### config.mk
export PLATFORM = sky130hd
export DESIGN_NAME = sb_tx_serializer
export DESIGN_NICKNAME = d
export VERILOG_FILES = /design/src/rtl/sb_tx_serializer.sv
export SDC_FILE = /design/constraint.sdc
export NUM_CORES = 1
export LEC_CHECK = 0
export CAP_MARGIN = 5
export CORE_AREA = 2 2 157 159
export DETAILED_ROUTE_END_ITERATION = 6
export DIE_AREA = 0 0 159 161
export PLACE_DENSITY = 0.77
export SLEW_MARGIN = 20
export SYNTH_ARGS = -nofsm -noshare
export SYNTH_HDL_FRONTEND = slang
export SYNTH_SLANG_ARGS = --single-unit
### constraint.sdc
create_clock -name clk_800MHz -period 3.8 [get_ports clk_800MHz]
set_clock_uncertainty 0.1 [all_clocks]
set_input_delay 0.76 -clock clk_800MHz [delete_from_list [all_inputs] [get_ports clk_800MHz]]
set_output_delay 0.76 -clock clk_800MHz [all_outputs]
set_load 0.05 [all_outputs]
### src/rtl/sb_tx_serializer.sv
// Sideband transmit serializer: buffers 64-bit words in a small FIFO and shifts each
// one out LSB-first with a forwarded, gated clock followed by a fixed idle gap.
module sb_tx_serializer #(
  parameter int FIFO_DEPTH = 4,
  parameter int GAP_UI     = 32
) (
  input  logic                          clk_800MHz,
  input  logic                          reset_n,
  input  logic                          enable_i,
  input  logic [63:0]                   data_i,
  input  logic                          valid_i,
  output logic                          ready_o,
  output logic                          dataPin_o,
  output logic                          clkPin_o,
  output logic                          busy_o,
  output logic                          msg_sent_o,
  output logic [$clog2(FIFO_DEPTH):0]   fifo_count_o
);

  localparam int AW = $clog2(FIFO_DEPTH);
  localparam int CW = AW + 1;
  localparam int GW = $clog2(2 * GAP_UI + 1);

  localparam logic [1:0] S_IDLE  = 2'd0;
  localparam logic [1:0] S_SHIFT = 2'd1;
  localparam logic [1:0] S_GAP   = 2'd2;

  logic [1:0]    state_q, state_d;
  logic [63:0]   shift_q, shift_d;
  logic [5:0]    bit_cnt_q, bit_cnt_d;
  logic          phase_q, phase_d;
  logic [GW-1:0] gap_q, gap_d;
  logic          data_q, data_d;
  logic          clk_q, clk_d;
  logic          sent_q, sent_d;

  logic [AW-1:0] wr_ptr_q, rd_ptr_q;
  logic [CW-1:0] count_q;
  logic [63:0]   mem_q [FIFO_DEPTH];
  logic          push, pop;

  assign ready_o = (count_q != CW'(FIFO_DEPTH));
  assign push    = valid_i && ready_o;
  assign pop     = (state_q == S_IDLE) && enable_i && (count_q != '0);

  always_ff @(posedge clk_800MHz) begin
    if (push) begin
      mem_q[wr_ptr_q] <= data_i;
    end
  end

  always_ff @(posedge clk_800MHz or negedge reset_n) begin
    if (!reset_n) begin
      wr_ptr_q <= '0;
      rd_ptr_q <= '0;
      count_q  <= '0;
    end else begin
      if (push) wr_ptr_q <= wr_ptr_q + 1'b1;
      if (pop)  rd_ptr_q <= rd_ptr_q + 1'b1;
      count_q <= count_q + CW'(push) - CW'(pop);
    end
  end

  // Pin values are computed one cycle ahead so every pin comes straight from a flop;
  // phase_q=0 is the high clock phase of the current bit, phase_q=1 the low phase.
  always_comb begin
    state_d   = state_q;
    shift_d   = shift_q;
    bit_cnt_d = bit_cnt_q;
    phase_d   = phase_q;
    gap_d     = gap_q;
    data_d    = data_q;
    clk_d     = clk_q;
    sent_d    = 1'b0;
    case (state_q)
      S_IDLE: begin
        data_d = 1'b0;
        clk_d  = 1'b0;
        if (pop) begin
          shift_d   = mem_q[rd_ptr_q];
          bit_cnt_d = '0;
          phase_d   = 1'b0;
          clk_d     = 1'b1;
          data_d    = mem_q[rd_ptr_q][0];
          state_d   = S_SHIFT;
        end
      end
      S_SHIFT: begin
        if (!phase_q) begin
          clk_d   = 1'b0;
          phase_d = 1'b1;
          sent_d  = (bit_cnt_q == 6'd63);
        end else if (bit_cnt_q == 6'd63) begin
          clk_d   = 1'b0;
          data_d  = 1'b0;
          gap_d   = '0;
          state_d = S_GAP;
        end else begin
          bit_cnt_d = bit_cnt_q + 6'd1;
          phase_d   = 1'b0;
          clk_d     = 1'b1;
          data_d    = shift_q[bit_cnt_d];
        end
      end
      S_GAP: begin
        clk_d  = 1'b0;
        data_d = 1'b0;
        if (gap_q == GW'(2 * GAP_UI - 1)) begin
          state_d = S_IDLE;
        end else begin
          gap_d = gap_q + 1'b1;
        end
      end
      default: state_d = S_IDLE;
    endcase
  end

  always_ff @(posedge clk_800MHz or negedge reset_n) begin
    if (!reset_n) begin
      state_q   <= S_IDLE;
      shift_q   <= '0;
      bit_cnt_q <= '0;
      phase_q   <= 1'b0;
      gap_q     <= '0;
      data_q    <= 1'b0;
      clk_q     <= 1'b0;
      sent_q    <= 1'b0;
    end else begin
      state_q   <= state_d;
      shift_q   <= shift_d;
      bit_cnt_q <= bit_cnt_d;
      phase_q   <= phase_d;
      gap_q     <= gap_d;
      data_q    <= data_d;
      clk_q     <= clk_d;
      sent_q    <= sent_d;
    end
  end

  assign dataPin_o    = data_q;
  assign clkPin_o     = clk_q;
  assign msg_sent_o   = sent_q;
  assign busy_o       = (state_q != S_IDLE);
  assign fifo_count_o = count_q;

endmodule

**Drive-strength map**

Bar = 50 µm.
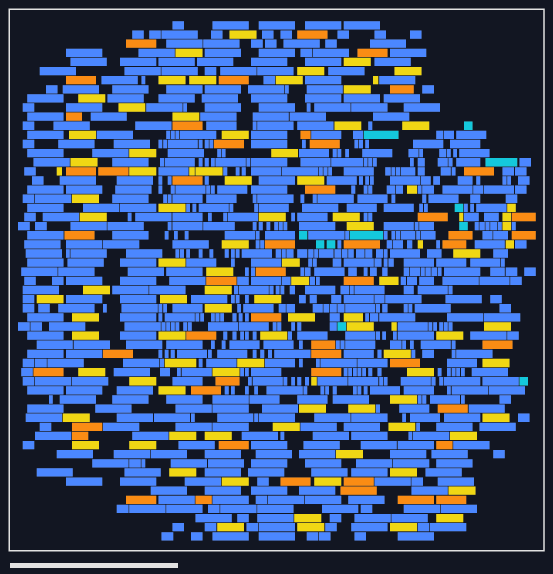
size	color	cells	share
x6 and larger	orange	50	5.5%
x3 and x4	cyan	11	1.2%
x2	yellow	95	10%
x1 and smaller	blue	755	83%

**Clock network drawn from the DEF**

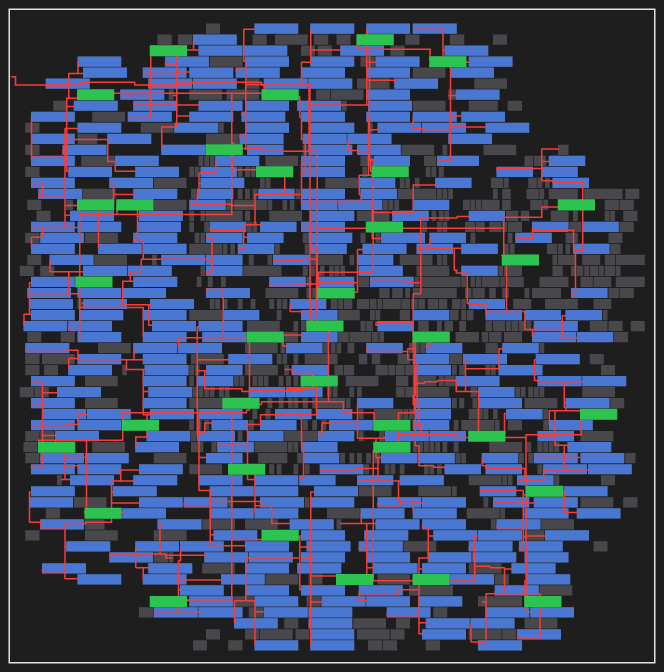
[clock wires] red | length: 3570 µm
[flip-flops] blue | count: 346
[clock-net drivers] green | count: 34
flops lie	spread over the die

==> Flow_metrics.wiki <==
=== Physical design figures ===
{| class="wikitable"
! Metric !! Value
|-
| Slew at the pin with the worst max-slew slack || around 0.80 ns
|-
| Max Cap Viol || 0
|-
| Cell type of the slowest stage on the worst timing path || clkdlybuf4s50_1
|-
| Summed standard-cell area reported by yosys || around 0.014 mm²
|-
| Reg2Reg Depth || 7
|-
| # port buffers || 75
|-
| Run status || finished clean
|-
| Reg-to-Reg Start || bit_cnt_q[1]
|-
| Family with the most delay on the worst path || buffers and inverters
|-
| Count of cells resized by post-cts repair || 0
|-
| Internal Pwr Total || 7.008 mW
|-
| Number of nets in the layout || approximately 970
|-
| Post-CTS setup buffer count || 0
|-
| Netlist cell types || 49
|-
| Post-route standard cell area excluding fillers || 0.01593 mm²
|-
| Number of OpenROAD warnings || 33
|-
| Top post-synthesis cells by area || edfxtp_1 56%, dfrtp_1 17%, mux4_2 13%, nand2_1 5.9%, ha_1 1.2%
|-
| CTS buffer count || 34
|-
| Required time of the worst setup path || 2.94 ns
|-
| Total combinational power || 0.937 mW
|-
| Worst-case headroom to the max-slew limit || 46.60%
|-
| Initial antenna violation count || 0
|-
| Number of placed I/O pins || between 70 and 80
|}
==> cell type report <==
cell class / count / area, µm²
clock buffer: 48 / 964.7
clock inverter: 13 / 143.9
fill: 1610 / 8035
inverter: 16 / 60.06
multi-input combinational: 400 / 3476
sequential: 346 / 9945
tap: 324 / 405.4
timing repair buffer: 88 / 933.4
==> metal layers <==
| metal | GRT usage [%] | vias to the layer above | part of all wire, % |
|---|---|---|---|
| met5 | 0 | - | 0 |
| met4 | 5.909 | 0 | 2.4 |
| met3 | 3.852 | 47 | 5.2 |
| met2 | 33.87 | 205 | 51 |
| met1 | 27.80 | 3657 | 42 |
| li1 | - | 3166 | - |
==> through the flow <==
stage	total power, mW	instances
floorplan	5.407	798
global placement	5.819	1174
detailed placement	5.866	1174
CTS	9.169	1235
global route	9.423	1235
finish	9.082	1235
Power figures rest on the tool's default switching activity, not on a simulated workload.
